File: src/rtl/apb_pkg.sv
// apb_pkg: shared APB master width defaults, FSM state type and latched command struct
package apb_pkg;
  localparam int APB_ADDR_WIDTH = 32;
  localparam int APB_DATA_WIDTH = 32;
  typedef enum logic [1:0] {IDLE, SETUP, ACCESS} apb_state_e;
  typedef struct packed {
    logic                      write;
    logic [APB_ADDR_WIDTH-1:0] addr;
    logic [APB_DATA_WIDTH-1:0] wdata;
  } apb_cmd_t;
endpackage

File: src/rtl/rr_arbiter.sv
// rr_arbiter: combinational round-robin pick; req+ptr in, one-hot gnt and valid out, search starts at ptr
module rr_arbiter #(
  parameter int NUM_REQ = 4,
  parameter int PW = $clog2(NUM_REQ)
) (
  input  logic [NUM_REQ-1:0] req,
  input  logic [PW-1:0]      ptr,
  output logic [NUM_REQ-1:0] gnt,
  output logic               valid
);
  logic [2*NUM_REQ-1:0] dbl, back;
  logic [NUM_REQ-1:0]   rot, pick;
  assign dbl   = {req, req} >> ptr;
  assign rot   = dbl[NUM_REQ-1:0];
  assign pick  = rot & (-rot);
  assign back  = {pick, pick} << ptr;
  assign gnt   = back[2*NUM_REQ-1:NUM_REQ];
  assign valid = |req;
endmodule

File: src/rtl/apb_master_arbiter.sv
// apb_master_arbiter: round-robin shares one APB master port (PSELx/PENABLE/PWRITE/PADDR/PWDATA out, PRDATA/PREADY/PSLVERR in) among NUM_REQ requesters (req_* in, req_ready/rsp_* out) with optional timeout
module apb_master_arbiter import apb_pkg::*; #(
  parameter int NUM_REQ        = 4,
  parameter int ADDR_WIDTH     = APB_ADDR_WIDTH,
  parameter int DATA_WIDTH     = APB_DATA_WIDTH,
  parameter int TIMEOUT_CYCLES = 16
) (
  input  logic                          PCLK,
  input  logic                          PRESETn,
  input  logic [NUM_REQ-1:0]            req_valid,
  input  logic [NUM_REQ-1:0]            req_write,
  input  logic [NUM_REQ*ADDR_WIDTH-1:0] req_addr,
  input  logic [NUM_REQ*DATA_WIDTH-1:0] req_wdata,
  output logic [NUM_REQ-1:0]            req_ready,
  output logic [NUM_REQ-1:0]            rsp_valid,
  output logic [DATA_WIDTH-1:0]         rsp_rdata,
  output logic                          rsp_err,
  output logic                          PSELx,
  output logic                          PENABLE,
  output logic                          PWRITE,
  output logic [ADDR_WIDTH-1:0]         PADDR,
  output logic [DATA_WIDTH-1:0]         PWDATA,
  input  logic [DATA_WIDTH-1:0]         PRDATA,
  input  logic                          PREADY,
  input  logic                          PSLVERR
);
  localparam int PW = $clog2(NUM_REQ);
  localparam int CW = $clog2(TIMEOUT_CYCLES + 2);
  apb_state_e            state;
  logic [PW-1:0]         ptr, widx, ptr_next;
  logic [CW-1:0]         cnt;
  logic [NUM_REQ-1:0]    gnt, owner;
  logic                  gvalid, w_write, tout;
  logic [ADDR_WIDTH-1:0] w_addr;
  logic [DATA_WIDTH-1:0] w_wdata;
  rr_arbiter #(.NUM_REQ(NUM_REQ), .PW(PW)) u_rr (
    .req  (req_valid),
    .ptr  (ptr),
    .gnt  (gnt),
    .valid(gvalid)
  );
  always_comb begin
    widx    = '0;
    w_write = 1'b0;
    w_addr  = '0;
    w_wdata = '0;
    for (int i = 0; i < NUM_REQ; i++)
      if (gnt[i]) begin
        widx    = PW'(i);
        w_write = req_write[i];
        w_addr  = req_addr[i*ADDR_WIDTH +: ADDR_WIDTH];
        w_wdata = req_wdata[i*DATA_WIDTH +: DATA_WIDTH];
      end
  end
  assign ptr_next = (widx == PW'(NUM_REQ - 1)) ? '0 : widx + PW'(1);
  assign tout     = (TIMEOUT_CYCLES != 0) && (cnt == CW'(TIMEOUT_CYCLES - 1));
  always_ff @(posedge PCLK) begin
    if (!PRESETn) begin
      state     <= IDLE;
      ptr       <= '0;
      cnt       <= '0;
      owner     <= '0;
      req_ready <= '0;
      rsp_valid <= '0;
      rsp_rdata <= '0;
      rsp_err   <= 1'b0;
      PSELx     <= 1'b0;
      PENABLE   <= 1'b0;
      PWRITE    <= 1'b0;
      PADDR     <= '0;
      PWDATA    <= '0;
    end else begin
      req_ready <= '0;
      rsp_valid <= '0;
      rsp_rdata <= '0;
      rsp_err   <= 1'b0;
      if (state == SETUP) begin
        state   <= ACCESS;
        PENABLE <= 1'b1;
      end else if (state == ACCESS && !PREADY) begin
        cnt <= cnt + CW'(1);
        if (tout) begin
          state     <= IDLE;
          PSELx     <= 1'b0;
          PENABLE   <= 1'b0;
          rsp_valid <= owner;
          rsp_err   <= 1'b1;
        end
      end else begin
        if (state == ACCESS) begin
          rsp_valid <= owner;
          rsp_err   <= PSLVERR;
          rsp_rdata <= PWRITE ? '0 : PRDATA;
        end
        PENABLE <= 1'b0;
        PSELx   <= gvalid;
        state   <= gvalid ? SETUP : IDLE;
        if (gvalid) begin
          req_ready <= gnt;
          owner     <= gnt;
          ptr       <= ptr_next;
          cnt       <= '0;
          PWRITE    <= w_write;
          PADDR     <= w_addr;
          PWDATA    <= w_write ? w_wdata : '0;
        end
      end
    end
  end
endmodule

File: config.mk
export PLATFORM = sky130hd
export DESIGN_NAME = apb_master_arbiter
export DESIGN_NICKNAME = d
export VERILOG_FILES = /design/src/rtl/apb_pkg.sv /design/src/rtl/rr_arbiter.sv /design/src/rtl/apb_master_arbiter.sv
export SDC_FILE = /design/constraint.sdc
export NUM_CORES = 1
export LEC_CHECK = 0
export ABC_AREA = 0
export CAP_MARGIN = 30
export CORE_AREA = 2 2 156 158
export CTS_CLUSTER_SIZE = 25
export DETAILED_ROUTE_END_ITERATION = 6
export DIE_AREA = 0 0 158 160
export SYNTH_ARGS = -nofsm -noshare
export SYNTH_HDL_FRONTEND = slang
export SYNTH_SLANG_ARGS = --single-unit
File: constraint.sdc
create_clock -name PCLK -period 1.9 [get_ports PCLK]
set_clock_uncertainty 0.2 [all_clocks]
set_input_delay 0.38 -clock PCLK [delete_from_list [all_inputs] [get_ports PCLK]]
set_output_delay 0.38 -clock PCLK [all_outputs]
set_load 0.005 [all_outputs]
Fig. 1: signal wires on met2
(3 px per µm)
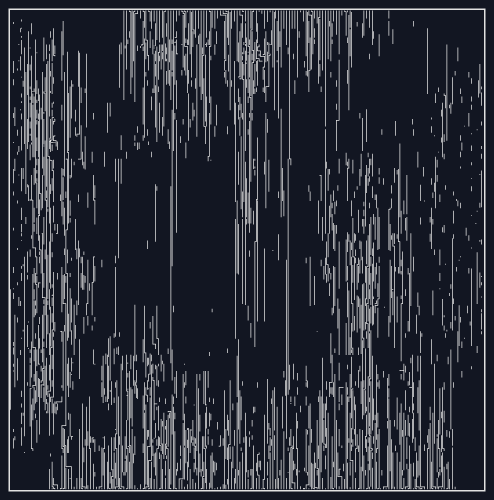
- longest straight run: 78.5 µm
- main direction: vertical
- nets with wire on the layer: 1,120
Routed WL: 24,800 µm
via count: 6,367
global routing usage on met2: 32.2%

==> results.py <==
# Metrics from the implementation run
metrics = {
    "setup_path": {
        "crit_arrival_ns": 2.19,
        "cpPeakStageDelay_ns": 0.37,
        "path_depth": 8,
        "r2r_cells": 8,
        "r2r_slack_ns": -0.19,
        "critical_path.top_delay_family": "AND-OR/OR-AND gates",
        "start_kind": "flop",
        "required_ns": 2.00,
        "reg2reg_to": "PADDR[13]",
        "critPathCaptureType": "flop",
        "cp_max_fo": 10,
        "slowest_stage": "dfxtp_4",
    },
    "power": {
        "powerComb_mw": 3.04,
        "ir_worst_vdd_v": 0.000352,
        "powerDensity_nw_per_um2": 795,
    },
    "finish": {
        "top_regs": "PADDR (32), PWDATA (32), rsp_rdata (32)",
        "insertedDiodeCount": 0,
        "syn_to_final_growth_pct": 119,
        "multiInputCombCellCount": 397,
        "seq_area_share_pct": 21.1,
        "logic_area_um2": 2830,
        "regArea_um2": 2420,
        "clk_share_pct": 5.07,
    },
    "final_timing": {
        "hold_viol_final": 0,
        "setup_ws_ns": -0.186,
        "fin_crit_ns": 2.09,
        "fmax_ghz": 0.479,
        "setup_viol": 67,
        "worstMarginPinSlew_ns": 0.402,
        "finalMaxSlewViolations": 0,
    },
    "clocking": {
        "cts_root_buf": "clkbuf_16",
        "clockBufferDepth": 2,
        "cts.sinks": 120,
        "cts_hold_repair.buffers": 0,
    },
    "grt": {
        "grt-busiest-layer": "met2",
        "grt_pass1_wl_um": 36300,
        "grt_max_degree": 33,
        "grt_use_met3_pct": 5.02,
    },
    "floorplan": {
        "rows": 57,
        "die_w_um": 158,
        "top_level_ports": 408,
        "initial_core_util_pct": 21.9,
    },
    "logic_synthesis": {
        "ys_sh_xor_pct": 0.168,
        "netlist_instances": 574,
        "ys_sh_adder_pct": 0.479,
        "ys_seq_share_pct": 46.0,
        "top_cells_by_count": "120 x dfxtp_1, 71 x a21oi_1, 49 x nor2_1",
        "ys_types": 47,
        "top_area_cell": "dfxtp_1",
    },
    "run": {
        "tool_warnings": 29,
        "drv_cap": 0,
    },
    "worst_hold_path": {
        "hp-class": "reg -> reg",
        "worstHoldEndpoint": "owner[0]",
        "min_from": "owner[0]",
        "hold_depth": 1,
    },
    "placed_design": {
        "dpl.cell_count": 1319,
        "dp_slack_ns": -0.806,
    },
    "outcome": {
        "outcome": "finished, violations left",
        "violations": "setup timing",
    },
    "drt": {
        "top_layer": "met4",
        "met1_length_um": 10100,
        "route.detailed.drc": 0,
    },
}
Fig. 2: cell placement
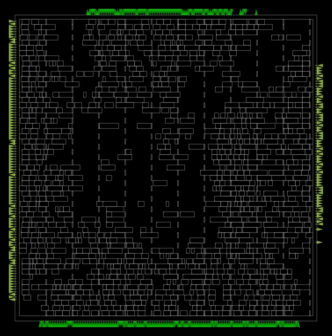
registers: 120
Post-Layout Cell Count: 1,375
core area: 23,800 µm²
tapcell count: 324
fillers: 2,268

Power is estimated from default activity; no workload was simulated.
